### Routed metal, one colour a layer

Only two layers are drawn.
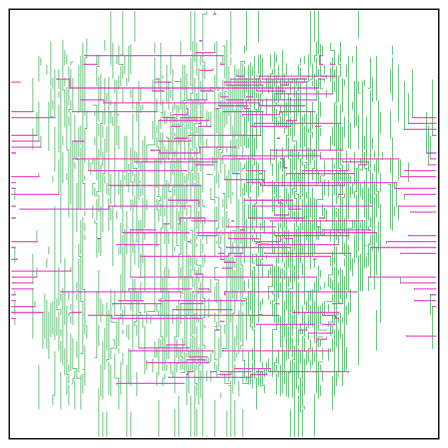
### PDN straps and rails

Pins as bars on the die edge. Tap cells in grey.
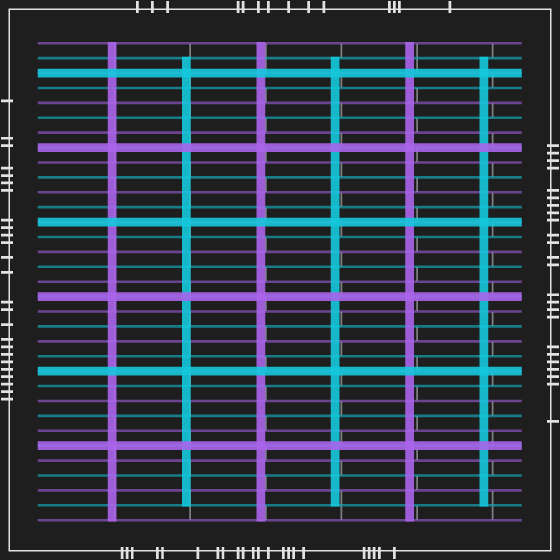
### Track usage over the die

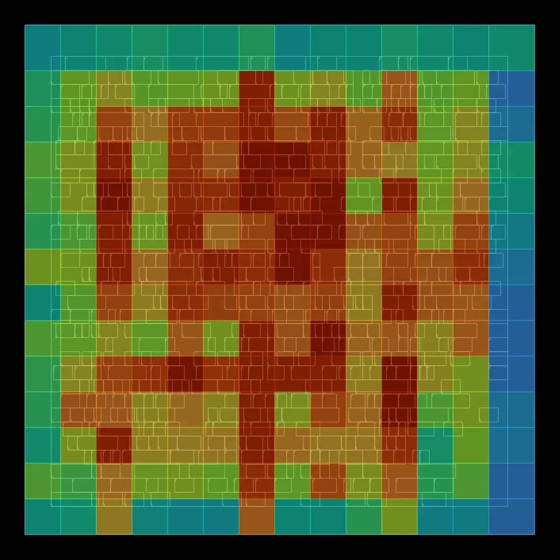
===== src/rtl/timer_bcd_hms.sv =====
// BCD hh:mm:ss time base with a built-in prescaler, up/down counting,
// a configurable hour modulus, countdown-to-zero stop and an alarm comparator.
// All three fields advance on the same clock edge through a tick-enable
// carry chain; nothing is ripple clocked.
module timer_bcd_hms #(
    parameter int unsigned DIV          = 1,
    parameter logic [7:0]  HOUR_MAX     = 8'h23,
    parameter bit          STOP_AT_ZERO = 1'b1
) (
    input  logic       CP,
    input  logic       CR,
    input  logic       CE,
    input  logic       UP,
    input  logic       PE,
    input  logic [7:0] D_H,
    input  logic [7:0] D_M,
    input  logic [7:0] D_S,
    input  logic       AL_EN,
    input  logic [7:0] AL_H,
    input  logic [7:0] AL_M,
    input  logic [7:0] AL_S,
    output logic [7:0] Q_H,
    output logic [7:0] Q_M,
    output logic [7:0] Q_S,
    output logic       TC_S,
    output logic       TC_M,
    output logic       TC_H,
    output logic       TICK,
    output logic       DONE,
    output logic       ALARM,
    output logic       LD_ERR
);

    localparam int unsigned   PW         = (DIV > 1) ? $clog2(DIV) : 1;
    localparam logic [PW-1:0] PRESC_LAST = PW'(DIV - 1);
    localparam logic [7:0]    MS_MAX     = 8'h59;

    // Both nibbles decimal and the value within the field range.
    function automatic logic bcd_valid(input logic [7:0] v, input logic [7:0] max);
        return (v[7:4] <= 4'd9) && (v[3:0] <= 4'd9) && (v <= max);
    endfunction

    function automatic logic [7:0] bcd_inc(input logic [7:0] v, input logic [7:0] max);
        logic [7:0] r;
        if (v == max) begin
            r = 8'h00;
        end else if (v[3:0] == 4'd9) begin
            r = {v[7:4] + 4'd1, 4'd0};
        end else begin
            r = {v[7:4], v[3:0] + 4'd1};
        end
        return r;
    endfunction

    function automatic logic [7:0] bcd_dec(input logic [7:0] v, input logic [7:0] max);
        logic [7:0] r;
        if (v == 8'h00) begin
            r = max;
        end else if (v[3:0] == 4'd0) begin
            r = {v[7:4] - 4'd1, 4'd9};
        end else begin
            r = {v[7:4], v[3:0] - 4'd1};
        end
        return r;
    endfunction

    logic [7:0]    h_q, m_q, s_q;
    logic [7:0]    h_nxt, m_nxt, s_nxt;
    logic [PW-1:0] presc_q;
    logic          tick_q, done_q, alarm_q, ld_err_q;
    logic          presc_wrap, hold_zero, do_update, alarm_hit, ld_bad;
    logic          tc_s, tc_m, tc_h;

    // Terminal counts, carry chain and next-field values.
    always_comb begin
        presc_wrap = CE && (presc_q == PRESC_LAST);
        // Countdown parked at zero: prescaler keeps running, count does not.
        hold_zero  = STOP_AT_ZERO && !UP && ({h_q, m_q, s_q} == 24'h0);
        do_update  = presc_wrap && !hold_zero;

        tc_s = CE && (UP ? (s_q == MS_MAX)   : (s_q == 8'h00));
        tc_m = CE && (UP ? (m_q == MS_MAX)   : (m_q == 8'h00));
        tc_h = CE && (UP ? (h_q == HOUR_MAX) : (h_q == 8'h00));

        s_nxt = UP ? bcd_inc(s_q, MS_MAX) : bcd_dec(s_q, MS_MAX);
        m_nxt = m_q;
        h_nxt = h_q;
        if (tc_s) begin
            m_nxt = UP ? bcd_inc(m_q, MS_MAX) : bcd_dec(m_q, MS_MAX);
        end
        if (tc_s && tc_m) begin
            h_nxt = UP ? bcd_inc(h_q, HOUR_MAX) : bcd_dec(h_q, HOUR_MAX);
        end

        alarm_hit = AL_EN && ({h_nxt, m_nxt, s_nxt} == {AL_H, AL_M, AL_S});
        ld_bad    = !bcd_valid(D_H, HOUR_MAX) || !bcd_valid(D_M, MS_MAX) ||
                    !bcd_valid(D_S, MS_MAX);
    end

    // Counter, prescaler and status registers; reset beats load beats count.
    always_ff @(posedge CP) begin
        if (CR) begin
            h_q      <= 8'h00;
            m_q      <= 8'h00;
            s_q      <= 8'h00;
            presc_q  <= '0;
            tick_q   <= 1'b0;
            done_q   <= 1'b0;
            alarm_q  <= 1'b0;
            ld_err_q <= 1'b0;
        end else if (PE) begin
            h_q      <= bcd_valid(D_H, HOUR_MAX) ? D_H : 8'h00;
            m_q      <= bcd_valid(D_M, MS_MAX)   ? D_M : 8'h00;
            s_q      <= bcd_valid(D_S, MS_MAX)   ? D_S : 8'h00;
            presc_q  <= '0;
            tick_q   <= 1'b0;
            done_q   <= 1'b0;
            alarm_q  <= 1'b0;
            ld_err_q <= ld_bad;
        end else begin
            tick_q   <= presc_wrap;
            alarm_q  <= do_update && alarm_hit;
            ld_err_q <= 1'b0;
            if (CE) begin
                presc_q <= presc_wrap ? '0 : presc_q + 1'b1;
            end
            if (do_update) begin
                h_q <= h_nxt;
                m_q <= m_nxt;
                s_q <= s_nxt;
            end
            // DONE only rises through a down step landing on zero.
            if (CE && UP) begin
                done_q <= 1'b0;
            end else if (do_update && STOP_AT_ZERO && !UP &&
                         ({h_nxt, m_nxt, s_nxt} == 24'h0)) begin
                done_q <= 1'b1;
            end
        end
    end

    // Output mapping.
    always_comb begin
        Q_H    = h_q;
        Q_M    = m_q;
        Q_S    = s_q;
        TC_S   = tc_s;
        TC_M   = tc_m;
        TC_H   = tc_h;
        TICK   = tick_q;
        DONE   = done_q;
        ALARM  = alarm_q;
        LD_ERR = ld_err_q;
    end

endmodule


===== config.mk =====
export PLATFORM = sky130hd
export DESIGN_NAME = timer_bcd_hms
export DESIGN_NICKNAME = d
export VERILOG_FILES = /design/src/rtl/timer_bcd_hms.sv
export SDC_FILE = /design/constraint.sdc
export NUM_CORES = 1
export LEC_CHECK = 0
export CORE_MARGIN = 5
export CORE_UTILIZATION = 47
export DETAILED_ROUTE_END_ITERATION = 10
export GPL_TIMING_DRIVEN = 0
export PLACE_DENSITY = 0.79
export SYNTH_ARGS = -nofsm -noshare
export SYNTH_HDL_FRONTEND = slang
export SYNTH_SLANG_ARGS = --single-unit

===== constraint.sdc =====
create_clock -name CP -period 2.8 [get_ports CP]
set_input_delay 0.56 -clock CP [delete_from_list [all_inputs] [get_ports CP]]
set_output_delay 0.56 -clock CP [all_outputs]
set_load 0.005 [all_outputs]

==> results.txt <==
This memo summarizes the results of the implementation run.

Placed design
The worst slack at placement is -1.415 ns. The number of input and output port buffers inserted is 83. The detailed placement HPWL is between 10000 and 15000 um. RePlAce ended its routability-driven mode at a weighted congestion of a little under 1.

The placement-stage cell area is 4679 um2.

Route
The average via count per standard cell is 6.611. The detailed router placed 4780 vias in this run. In the log, the iteration count for the first detailed-route pass is 6. The number of antenna-violating nets in the routed design is 0.

Detailed-route iteration 0 reported a violation count of around 470. In the routed design, unresolved DRC markers number 0. The total detailed-routing wirelength is 15870 um.

Critical path
The report shows a maximum critical-path fanout of 5. The startpoint of the most critical register-to-register path is Q_M[5]. STA classifies the critical path endpoint as a register. The critical path start-end classification is reg2reg. The worst setup path is launched from a register. The last element of the critical path is ALARM. The worst endpoint required time is 3.00 ns. For flop-to-flop paths, the worst setup slack is -0.33 ns. The cell depth of the worst flop-to-flop path is 10.

Tracing the worst setup path back leads to its startpoint at Q_M[5]. The worst path arrival time is 3.33 ns. The worst register-to-register path ends at ALARM.

GRT
The global-route usage over all layers is 30.82%. The via count of the first global-routing pass was roughly 4500. The first global-routing pass estimated around 24000 um of wire. The number of antenna violations at the first check in global routing is 0.

The residual overflow from global routing is 0. Entering global routing, the biggest net connects 11 pins.

Clock tree
TritonCTS built the clock tree. The CTS buffer count is 5. Clock tree synthesis found a total of 29 sinks. CTS built an H-tree with a depth of 2.

Per the CTS log, the buffer count on the longest clock path is 2. At the later pin of the worst-skew pair, clock insertion delay measures 0.30 ns. The clock transition time at the flip-flop clock pins of the worst setup and hold paths is roughly 0.08 ns. The root buffer cell chosen for the clock tree is clkbuf_8.

STA
Across all setup checks in the final design, the least slack found is -0.3322 ns. Counting pins that exceed their max-slew limit in the final report gives 0. The worst-case hold slack is 0.5027 ns. The shortest period the worst path allows is 3.132 ns. From the final report, the count of setup violators was given as 3. Based on the critical path, the design can be clocked at up to 319.3 MHz. The transition time of the tightest slew-check pin is roughly 0.62 ns. The ratio of final minimum period to clock period is 111.9%. Setup repair after global routing could not meet its margin everywhere. Summed over all failing endpoints, the final setup total negative slack is -0.4019 ns. The relative slew slack is between 50% and 60%. Endpoints failing hold in the final report were tallied at 0. Across the routed clock network, the largest skew measured is 0.01010 ns.

Synthesis
The cell area that synthesis handed to floorplanning was 3685 um2. The area share of the largest cell type after synthesis is 15.76%. The register bit total from synthesis is 29.

The synthesized design spends more area on one cell type than any other, namely dfxtp_1. Synthesis produced a netlist whose cell count is 513. The synthesized netlist net count is 585.

Yosys printed 0 warnings. Per the synth stats, the proportion of register bits with asynchronous set or reset is 0%. A synthesized cell averages slightly above 7 um2. In the synthesis report, Yosys lists the chip area as 3685 um2.

The leading cell type by number of instances after synthesis is nor2_1. The number of enable flip-flop cells is 0. Sequential cells were found to cover 15.76% of the synthesized design area.

In the synthesized netlist, the cells that appear most often are 49 x nor2_1, 43 x a21oi_1, 43 x nand2_1. The post-synthesis cell type count is ~79. Sorting the synthesized cells by area gives the leading types as dfxtp_1 16%, ha_1 6.1%, a21oi_1 5.8%. In the Yosys report the total cell count is 513. For this run, the leading register cell type out of synthesis is dfxtp_1.

Final layout
The layout stage reports a final design area of 5420 um2. The post-route netlist has 22.38% of its cells at a drive strength greater than 1. The footprint of the flip-flops and latches is 609.3 um2.

The logic area is ~3200 um2. The count of inserted antenna diode cells is 0. Measured on the finished design, the core utilization comes to 70.51%. The number of nets in the finished design is roughly 700. In this run the layout overhead on the synthesized area is reported as 47.10%. The tally of filler cells in the layout is between 600 and 700.

Min path
The startpoint of the tightest hold check path is presc_q. The hold path endpoint is presc_q. The class of the tightest hold or removal check is reg2reg. Counting instances, the worst hold path has a depth of 1.

Power
Combinational logic is responsible for 47.6% of the overall power. The net load switching power is approximately 0.00071 W. The internal power of the cells is 0.001142 W. The script computed a power per unit cell area of 341.9 nW/um2. Of the total power, registers draw 25.9%. The static power due to leakage is about 1.9 nW. The switching part of the total power is 38.39%. The clock network is responsible for 26.5% of the overall power.

Run status
The flow ran to the end, but the final reports show violations. The checks that failed: setup timing.

Floorplan
The row count is 32. The share of the core filled by cells before placement is 47.93%. The top-level port count is 85.

According to the floorplan report, the total die area is 9711 um2.

Flow run
The number of logged tool warnings is 42. Per the run summary, max-cap violations total 0.
## Picture notes: 'Routed metal, one colour a layer'
| colour | layer | wire length |
|---|---|---|
| magenta | M3 | 1830 um |
| green | M2 | 7100 um |

## Picture notes: 'PDN straps and rails'
| colour | net |
|---|---|
| purple | VSS |
| cyan | VDD |
signal pins: 85
met4 straps: 6
met5 straps: 6
horizontal die dimension: 98.55 um
area of the placeable core: 7687 um2
die extent in y: 98.55 um
worst-case vdd ir drop: 0.2168 mV

## Picture notes: 'Track usage over the die'
routed len/inst: 21.95 um
fraction of met1 tracks used by global routing: 40.57%
met2 track utilization from global routing: 48.57%
met3 Track Usage GR: 7.997%

==> worst max-delay path, stage by stage (launching register included) <==
cell and delay [ns]:
dfxtp_4 0.37, inv_6 0.08, ha_4 0.14, or4b_4 0.47
o32ai_4 0.19, a21boi_4 0.28, a21oi_2 0.04, or4b_1 0.45
nand4b_1 0.21, or4_4 0.52, a2111oi_4 0.29
==> routing by layer <==
layer | vias up | wire length, um | GRT usage [%]
met5 | - | 0 | 0
met4 | 0 | 636 | 11.24
met3 | 54 | 1827 | 7.997
met2 | 322 | 7104 | 48.57
met1 | 2253 | 6304 | 40.57
li1 | 2151 | - | -
==> per-stage QoR <==
stage          power (W)  std cells
4_1_cts         0.001767        718
2_1_floorplan  0.0009159        513
5_1_grt         0.001920        723
6_report        0.001853        723
3_3_place_gp    0.001195        698
3_5_place_dp    0.001200        698
==> layout make-up <==
cell class / instances / area share [%]
inverters: 25 / 1.939
multi-input cells: 426 / 59.70
clock buffers: 7 / 1.593
repair buffers: 105 / 18.63
well taps: 102 / 2.355
flip-flops and latches: 29 / 11.24
plain buffers: 28 / 3.994
clock inverters: 1 / 0.5540
==> power groups by stage <==
stage	sequential [W]	combinational [W]	clock (W)
2_1_floorplan	0.000470	0.000446	0
3_3_place_gp	0.000477	0.000718	0
3_5_place_dp	0.000478	0.000722	0
4_1_cts	0.000473	0.000814	0.000480
5_1_grt	0.000483	0.000939	0.000499
6_report	0.000480	0.000883	0.000491
==> what timing repair did <==
item                                   CTS  global route
endpoints found under the hold margin    0             0
gates cloned                             0             1
setup endpoints to repair               28            27
hold buffers                             0             0
pin swaps                                8            12
buffers inserted                        14             7
gates resized                           90            44
==> state kept, by name, summed over array words and instances (netlist names) <==
| signal | cells |
|---|---|
| ALARM | 1 |
| DONE | 1 |
| LD_ERR | 1 |
| Q_H | 8 |
| Q_M | 8 |
| Q_S | 8 |
| TICK | 1 |
| presc_q | 1 |
==> cells by family (layout without fill, tap and decap cells) <==
| logic type | count (synthesis) | count (layout) | synth area share, % |
|---|---|---|---|
| buf+inv | 58 | 166 | 6.621 |
| compound gates | 163 | 163 | 31.24 |
| mux | 7 | 7 | 2.003 |
| fa+ha+maj | 18 | 18 | 6.112 |
| xor+xnor | 22 | 22 | 5.229 |
| flops | 29 | 29 | 15.76 |
| simple gates | 216 | 216 | 33.04 |
==> layout by cell type (no fill, tap or decap), drive strengths merged, types with 5 or more instances in the layout <==
cell type | netlist | routed
o21ai | 25 | 25
and3 | 5 | 5
nor4 | 11 | 11
inv | 23 | 23
xnor2 | 13 | 13
nand2 | 43 | 43
nor2b | 9 | 9
nand3 | 15 | 15
nand2b | 7 | 7
buf | 10 | 32
and4b | 7 | 7
xor2 | 9 | 9
nor2 | 49 | 49
nor3 | 22 | 22
a31oi | 8 | 8
a21oi | 45 | 45
a211oi | 13 | 13
o211ai | 7 | 7
nand4 | 8 | 8
ha | 18 | 18
a22oi | 11 | 11
o32ai | 7 | 7
dfxtp | 29 | 29
clkdlybuf4s50 | 0 | 79
clkbuf | 23 | 26
Power is estimated from default activity; no workload was simulated.
